[src/rtl/ddr4_lanectrl_dly_stepper.sv]
// Paced DELAY_LINE_MOVE/LOAD issuer for one DDR4 lane DQS delay line, wrapped in an
// HS_IO_CLK pause window, with out-of-range abort and completion reporting.
module ddr4_lanectrl_dly_stepper #(
    parameter int PAUSE_LEAD  = 2,
    parameter int PAUSE_TRAIL = 2,
    parameter int MOVE_GAP    = 4,
    parameter int CNT_W       = 8
) (
    input  logic             i_fab_clk,
    input  logic             i_arst_n,
    input  logic             i_req_valid,
    output logic             o_req_ready,
    input  logic [CNT_W-1:0] i_req_taps,
    input  logic             i_req_dir,
    input  logic             i_req_sel,
    input  logic             i_req_load,
    output logic             o_delay_line_sel,
    output logic             o_delay_line_direction,
    output logic             o_delay_line_move,
    output logic             o_delay_line_load,
    output logic             o_hs_io_clk_pause,
    input  logic             i_rx_delay_line_out_of_range,
    input  logic             i_tx_delay_line_out_of_range,
    output logic             o_busy,
    output logic             o_done,
    output logic             o_err,
    output logic [CNT_W-1:0] o_taps_moved
);

    // state | meaning
    // IDLE  | waiting for a request, ready high
    // LEAD  | pause asserted ahead of the first pulse
    // MOVE  | one-cycle MOVE or LOAD pulse
    // GAP   | idle spacing after a pulse, OOR abort checked here
    // TRAIL | pause held after the last gap
    // DONE  | one-cycle completion pulse
    typedef enum logic [2:0] {
        S_IDLE,
        S_LEAD,
        S_MOVE,
        S_GAP,
        S_TRAIL,
        S_DONE
    } state_t;

    localparam int TMR_MAX_LT = (PAUSE_LEAD > PAUSE_TRAIL) ? PAUSE_LEAD : PAUSE_TRAIL;
    localparam int TMR_MAX    = (TMR_MAX_LT > MOVE_GAP) ? TMR_MAX_LT : MOVE_GAP;
    localparam int TMR_W      = (TMR_MAX < 2) ? 1 : $clog2(TMR_MAX);

    state_t             r_state;
    state_t             w_state_nxt;
    logic [TMR_W-1:0]   r_tmr;
    logic [TMR_W-1:0]   w_tmr_ld;
    logic               w_tmr_zero;
    logic               w_accept;
    logic               w_abort;
    logic [CNT_W-1:0]   r_rem;
    logic [CNT_W-1:0]   r_taps_moved;
    logic               r_sel;
    logic               r_dir;
    logic               r_load;
    logic               r_err;
    logic               r_oor_q;

    always_ff @(posedge i_fab_clk or negedge i_arst_n) begin
        if (!i_arst_n) begin
            r_state <= S_IDLE;
        end else begin
            r_state <= w_state_nxt;
        end
    end

    always_comb begin
        w_state_nxt       = r_state;
        w_accept          = 1'b0;
        w_abort           = 1'b0;
        w_tmr_zero        = (r_tmr == '0);
        w_tmr_ld          = '0;
        o_req_ready       = 1'b0;
        o_busy            = 1'b1;
        o_hs_io_clk_pause = 1'b0;
        o_delay_line_move = 1'b0;
        o_delay_line_load = 1'b0;
        o_done            = 1'b0;

        case (r_state)
            S_IDLE: begin
                o_req_ready = 1'b1;
                o_busy      = 1'b0;
                if (i_req_valid) begin
                    w_accept    = 1'b1;
                    w_state_nxt = S_LEAD;
                end
            end
            S_LEAD: begin
                o_hs_io_clk_pause = 1'b1;
                if (w_tmr_zero) begin
                    w_state_nxt = ((r_rem == '0) && !r_load) ? S_TRAIL : S_MOVE;
                end
            end
            S_MOVE: begin
                o_hs_io_clk_pause = 1'b1;
                o_delay_line_move = !r_load;
                o_delay_line_load = r_load;
                w_state_nxt       = S_GAP;
            end
            S_GAP: begin
                o_hs_io_clk_pause = 1'b1;
                if (r_oor_q) begin
                    w_abort     = 1'b1;
                    w_state_nxt = S_TRAIL;
                end else if (w_tmr_zero) begin
                    w_state_nxt = (r_rem != '0) ? S_MOVE : S_TRAIL;
                end
            end
            S_TRAIL: begin
                o_hs_io_clk_pause = 1'b1;
                if (w_tmr_zero) begin
                    w_state_nxt = S_DONE;
                end
            end
            S_DONE: begin
                o_done      = 1'b1;
                w_state_nxt = S_IDLE;
            end
            default: begin
                w_state_nxt = S_IDLE;
            end
        endcase

        // Each timed state loads its length minus one and leaves on terminal count.
        case (w_state_nxt)
            S_LEAD:  w_tmr_ld = TMR_W'(PAUSE_LEAD - 1);
            S_GAP:   w_tmr_ld = TMR_W'(MOVE_GAP - 1);
            S_TRAIL: w_tmr_ld = TMR_W'(PAUSE_TRAIL - 1);
            default: w_tmr_ld = '0;
        endcase
    end

    always_ff @(posedge i_fab_clk or negedge i_arst_n) begin
        if (!i_arst_n) begin
            r_tmr        <= '0;
            r_rem        <= '0;
            r_taps_moved <= '0;
            r_sel        <= 1'b0;
            r_dir        <= 1'b0;
            r_load       <= 1'b0;
            r_err        <= 1'b0;
            r_oor_q      <= 1'b0;
        end else begin
            r_oor_q <= r_sel ? i_tx_delay_line_out_of_range : i_rx_delay_line_out_of_range;

            if (w_state_nxt != r_state) begin
                r_tmr <= w_tmr_ld;
            end else if (!w_tmr_zero) begin
                r_tmr <= r_tmr - TMR_W'(1);
            end

            if (w_accept) begin
                r_sel        <= i_req_sel;
                r_dir        <= i_req_dir;
                r_load       <= i_req_load;
                r_rem        <= i_req_taps;
                r_taps_moved <= '0;
                r_err        <= 1'b0;
            end else if (r_state == S_MOVE) begin
                if (r_load) begin
                    r_rem <= '0;
                end else if (r_rem != '0) begin
                    r_rem        <= r_rem - CNT_W'(1);
                    r_taps_moved <= r_taps_moved + CNT_W'(1);
                end
            end else if (w_abort) begin
                r_err <= 1'b1;
                r_rem <= '0;
            end
        end
    end

    assign o_delay_line_sel       = r_sel;
    assign o_delay_line_direction = r_dir;
    assign o_err                  = r_err;
    assign o_taps_moved           = r_taps_moved;

endmodule

[config.mk]
export PLATFORM = sky130hd
export DESIGN_NAME = ddr4_lanectrl_dly_stepper
export DESIGN_NICKNAME = d
export VERILOG_FILES = /design/src/rtl/ddr4_lanectrl_dly_stepper.sv
export SDC_FILE = /design/constraint.sdc
export NUM_CORES = 1
export LEC_CHECK = 0
export ABC_AREA = 1
export CAP_MARGIN = 10
export CORE_UTILIZATION = 45
export CTS_CLUSTER_SIZE = 28
export DETAILED_ROUTE_END_ITERATION = 6
export PLACE_DENSITY = 0.71
export RECOVER_POWER = 25
export SYNTH_ARGS = -nofsm -noshare
export SYNTH_HDL_FRONTEND = slang
export SYNTH_SLANG_ARGS = --single-unit
[constraint.sdc]
create_clock -name i_fab_clk -period 2.6 [get_ports i_fab_clk]
set_input_delay 0.39 -clock i_fab_clk [delete_from_list [all_inputs] [get_ports i_fab_clk]]
set_output_delay 0.39 -clock i_fab_clk [all_outputs]
set_load 0.02 [all_outputs]
### Zoomed window, run 1

The bar under the picture is 10 µm long. Region (19, 6) to (44, 31) µm. Cells in grey, sequential cells in the stronger grey; small squares are vias.
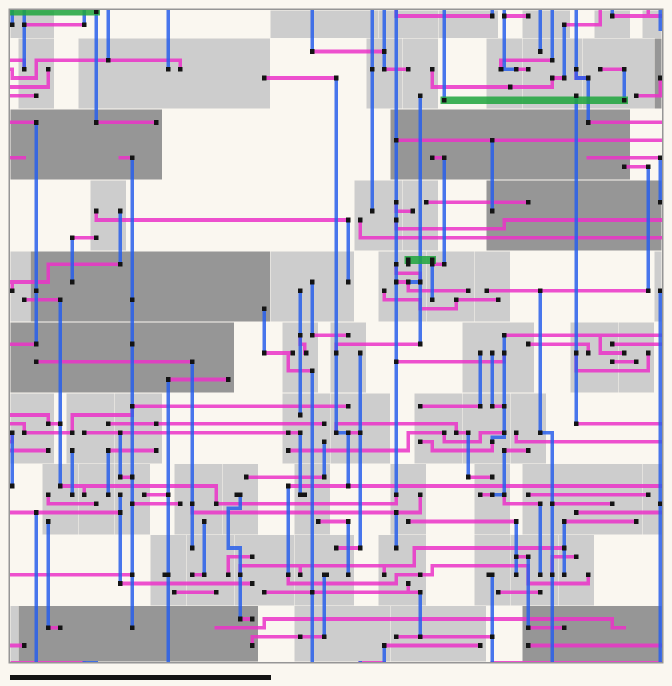
Blue shows metal 2. Magenta shows metal 1. Green shows metal 3.
54 logic cells have their middle in the window. Sequential cells in the window: 7. Netlist names of flops here include `o_taps_moved` (5). Most frequent: nand2_1 (9), inv_1 (8), dfrtp_1 (7).

### Clock distribution, run 1

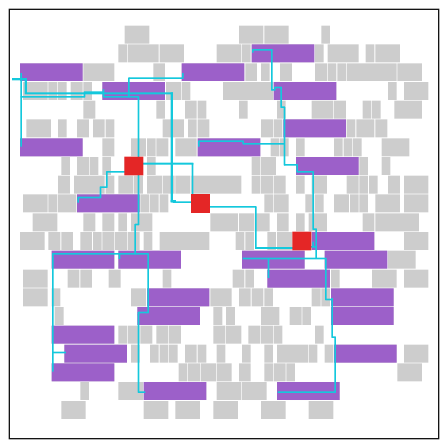
Red shows clock drivers, count 3. Cyan shows clock wires, length 313 µm. Purple shows flip-flops, count 26.
Position of the flops: spread over the die.

==> run_results.csv, run 1 <==
group,metric,value,unit
run_status,outcome,"finished, final reports clean",
final_timing,finClkSkew,0.0126,ns
clocking,root_buffer,"clkbuf_4",
logic_synthesis,top_logic_kind,"simple AND/OR/NAND/NOR gates",
cells_and_area,lay_top_cells,"46 x nand2_1, 31 x clkdlybuf4s50_1, 26 x dfrtp_1",
pwr,p_switching,0.00117,W
placement,numPortBuffers,32,
cells_and_area,fin_area,2010,µm²
clocking,cts_tree,"built",
setup_path,crit_start,"r_state[2]",
logic_synthesis,common_cells,"46 x nand2_1, 26 x dfrtp_1, 24 x inv_1, 13 x nor2_1",
global_routing,top_usage_layer,"met2",
cells_and_area,final_core_utilization,0.593,
logic_synthesis,synth-xor-area-share,0.0162,
logic_synthesis,yosys_area,1620,µm²
logic_synthesis,yosys_cells,205,
final_timing,fin_ws,0.345,ns
final_timing,max-slew-margin-rel,0.0712,
setup_path,rr_startpoint,"r_state[1]",
detailed_routing,route.vias.total,1413,
clocking,post_cts_resized,0,
final_timing,hold_violations,0,
detailed_routing,drc,0,
cells_and_area,seqCellArea,651,µm²
logic_synthesis,synthSimpleGateAreaFrac,0.325,
placement,place_ws,0.614,ns
### Placed standard cells, run 1

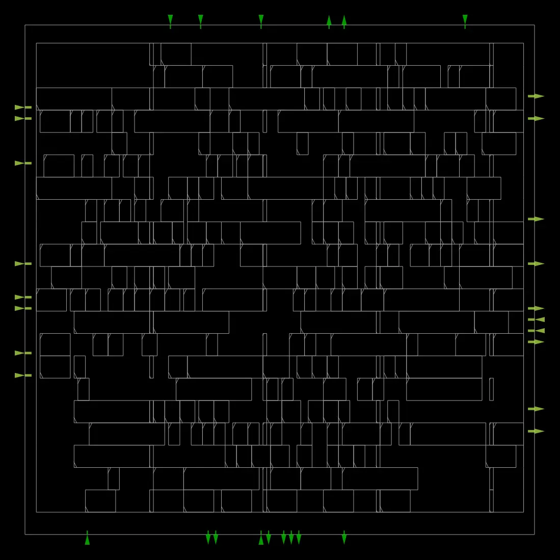
Seq cells: 26
Well Taps: 46
Core Footprint: 3390 µm²

## Run 2: what changed since run 1
--- a/config.mk
+++ b/config.mk
@@ -6,7 +6,8 @@
 export NUM_CORES = 1
 export LEC_CHECK = 0
 export ABC_AREA = 1
-export CAP_MARGIN = 10
+export CAP_MARGIN = 20
+export CORE_ASPECT_RATIO = 0.5
 export CORE_UTILIZATION = 45
 export CTS_CLUSTER_SIZE = 28
 export DETAILED_ROUTE_END_ITERATION = 6
### Gate families picked out, run 2

The bar under the picture is 20 µm long.
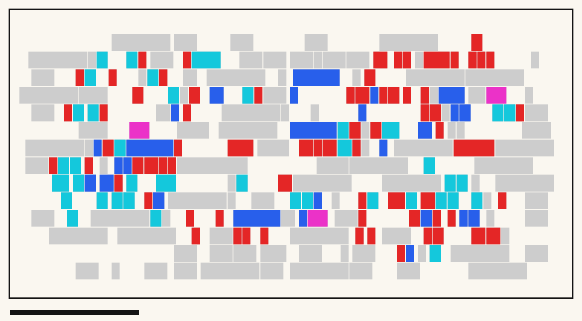
Blue shows nor cells, cells 26, most used nor2_1. Magenta shows xor and xnor cells, cells 3, most used xor2_1. Cyan shows aoi and oai cells, cells 39, most used o21ai_1. Red shows nand cells, cells 71, most used nand2_1, where spread over the die.
logic share of the area: 0.405
Non-Filler Instances: 288
most common cell after layout, fill and taps aside: nand2_1

### Routed metal per tile, run 2

17 x 9 tiles, from black (low) to pale yellow (high), scaled to the fullest tile. Values are wire area over tile area, all layers added.
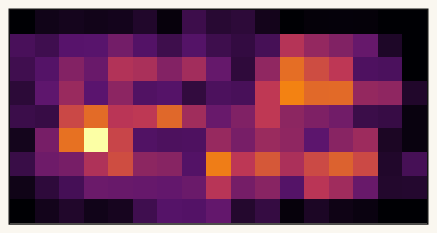
13% of the tiles are over half the peak. The densest ninth of the die: left middle. The mean over all tiles is 0.13. The fullest tile reaches 0.48. 9.2% of the tiles are nearly empty.

### Clock distribution, run 2

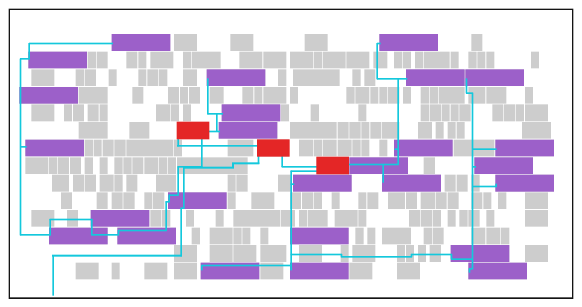
clock skew: 0.0121 ns
Clock power frac: 0.132

==> run 2 against run 1 <==
Effect of this change: count of clock-buffer cells in the layout unchanged; sequential cell count unchanged; combinational power barely moved; clock power up 97%; highest routed layer is now met3.
==> run_results.csv, run 2 <==
group,metric,value,unit
run_status,outcome,"finished, final reports clean",
pwr,p_switching,0.00119,W
global_routing,antenna_found_initial,0,
global_routing,top_usage_layer,"met2",
final_timing,fin_ws,0.386,ns
logic_synthesis,synthSimpleGateAreaFrac,0.325,
detailed_routing,wl_per_cell,11.5,µm
cells_and_area,clock_area_frac,0.0346,
cells_and_area,seqCellArea,651,µm²
logic_synthesis,synthMuxAreaShare,0.00694,
logic_synthesis,synth-xor-area-share,0.0162,
cells_and_area,fin_area,2060,µm²
clocking,htreeDepth,1,
placement,hpwl,2530,µm
detailed_routing,route.vias.total,1427,
cells_and_area,buffers,33,
setup_path,rr_startpoint,"r_state[0]",
die,die_w,86.9,µm
clocking,root_buffer,"clkbuf_8",
cells_and_area,final_core_utilization,0.643,
clocking,post_cts_resized,0,
detailed_routing,drtIter0Drc,61,
logic_synthesis,top_cell_area_share,0.401,
die,design.core.area,3210,µm²
cells_and_area,lay_top_cells,"46 x nand2_1, 31 x clkdlybuf4s50_1, 26 x dfrtp_1",
clocking,cts_tree,"built",
cells_and_area,logic_area,835,µm²
final_timing,hold_violations,0,
die,taps,48,
placement,numPortBuffers,32,
logic_synthesis,top_logic_kind,"simple AND/OR/NAND/NOR gates",
logic_synthesis,yosys_area,1620,µm²
detailed_routing,routed_wl,3300,µm
logic_synthesis,common_cells,"46 x nand2_1, 26 x dfrtp_1, 24 x inv_1, 13 x nor2_1",
die,ioPinCount,33,
global_routing,grt_use_total,0.200,
logic_synthesis,yosys_cells,205,
cells_and_area,nonClkBufAreaFrac,0.157,
final_timing,max-slew-margin-rel,0.0474,
cells_and_area,flops,26,
logic_synthesis,ys_types,32,
setup_path,crit_start,"r_state[2]",
placement,place_ws,0.644,ns
detailed_routing,drc,0,
setup_path,worstReg2RegEnd,"r_rem[4]",
## Run 3: what changed since run 2
--- a/config.mk
+++ b/config.mk
@@ -11,6 +11,7 @@
 export CORE_UTILIZATION = 45
 export CTS_CLUSTER_SIZE = 28
 export DETAILED_ROUTE_END_ITERATION = 6
+export GPL_TIMING_DRIVEN = 0
 export PLACE_DENSITY = 0.71
 export RECOVER_POWER = 25
 export SYNTH_ARGS = -nofsm -noshare
### Gate families picked out, run 3

The bar under the picture is 20 µm long.
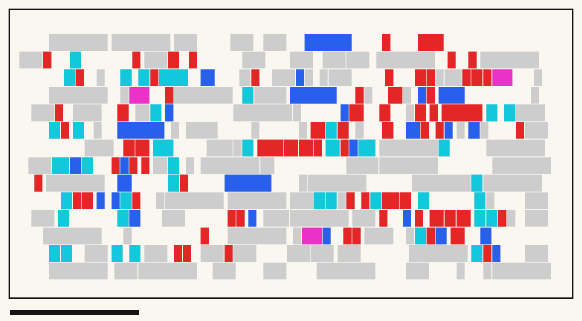
Non-Filler Instances: 289
logic share of the area: 0.407

### Routed metal per tile, run 3

17 x 9 tiles, from black (low) to pale yellow (high), scaled to the fullest tile. Values are wire area over tile area, all layers added.
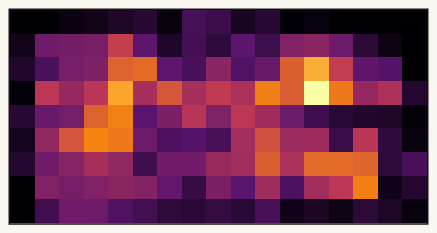
WL final: 3390 µm
routed len/inst: 11.7 µm
via count: 1434

### Placed standard cells, run 3

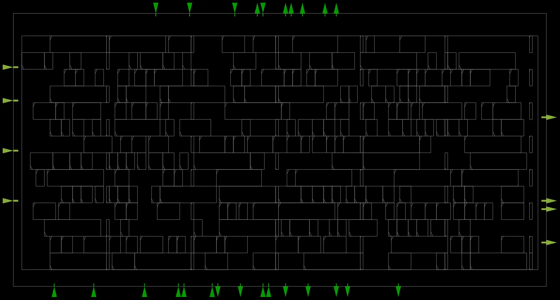
fillers: 284
Rows: 14
Well Taps: 48

==> run 3 against run 2 <==
Effect of this change: clock skew down 0.0098 ns; highest routed layer is now met4; routed wire length grew 2.8%; largest power group unchanged; sequential power barely moved; die area unchanged; area after synthesis is the same; total power is 2.7% lower; sequential cell count unchanged.
==> run_results.csv, run 3 <==
group,metric,value,unit
setup_path,arrival,1.82,ns
global_routing,antenna_found_initial,0,
cells_and_area,seqCellArea,651,µm²
logic_synthesis,synthMuxAreaShare,0.00694,
logic_synthesis,synth-xor-area-share,0.0162,
clocking,root_buffer,"clkbuf_8",
final_timing,fin_ws,0.390,ns
cells_and_area,lay_top_cells,"46 x nand2_1, 30 x clkdlybuf4s50_1, 26 x dfrtp_1",
global_routing,grt_use_total,0.199,
logic_synthesis,ys_types,32,
pwr,p_switching,0.00120,W
die,ioPinCount,33,
clocking,htreeDepth,1,
logic_synthesis,yosys_cells,205,
logic_synthesis,synthesis.area,1620,µm²
logic_synthesis,synthArstFlopShare,1.00,
detailed_routing,drc,0,
logic_synthesis,top_logic_kind,"simple AND/OR/NAND/NOR gates",
global_routing,grt_use_met2,0.324,
cells_and_area,final_layout_top_logic_cell,"nand2_1",
final_timing,finClkSkew,0.00232,ns
worst_hold_path,hold_class,"primary input to async pin",
placement,hpwl,2670,µm
logic_synthesis,common_cells,"46 x nand2_1, 26 x dfrtp_1, 24 x inv_1, 13 x nor2_1",
run_status,outcome,"finished, final reports clean",
setup_path,crit_start,"r_state[2]",
cells_and_area,logic_area,835,µm²
setup_path,reg2reg_setup_slack,0.90,ns
pwr,power_frac_clock,0.094,
die,die-height,44.5,µm
cells_and_area,clock_area_frac,0.0202,
clocking,post_cts_resized,0,
cells_and_area,fin_area,2050,µm²
final_timing,max-slew-margin-rel,0.298,
cells_and_area,nonClkBufAreaFrac,0.166,
global_routing,top_usage_layer,"met2",
die,die_w,86.9,µm
placement,place_ws,0.705,ns
clocking,cts_hold_buf,0,
cells_and_area,flops,26,
logic_synthesis,syn_area_per_cell,7.92,µm²
die,design.core.area,3210,µm²
logic_synthesis,top_cell_area_share,0.401,
cells_and_area,buffers,35,
detailed_routing,drtIter0Drc,38,
Power and IR drop assume default switching activity.
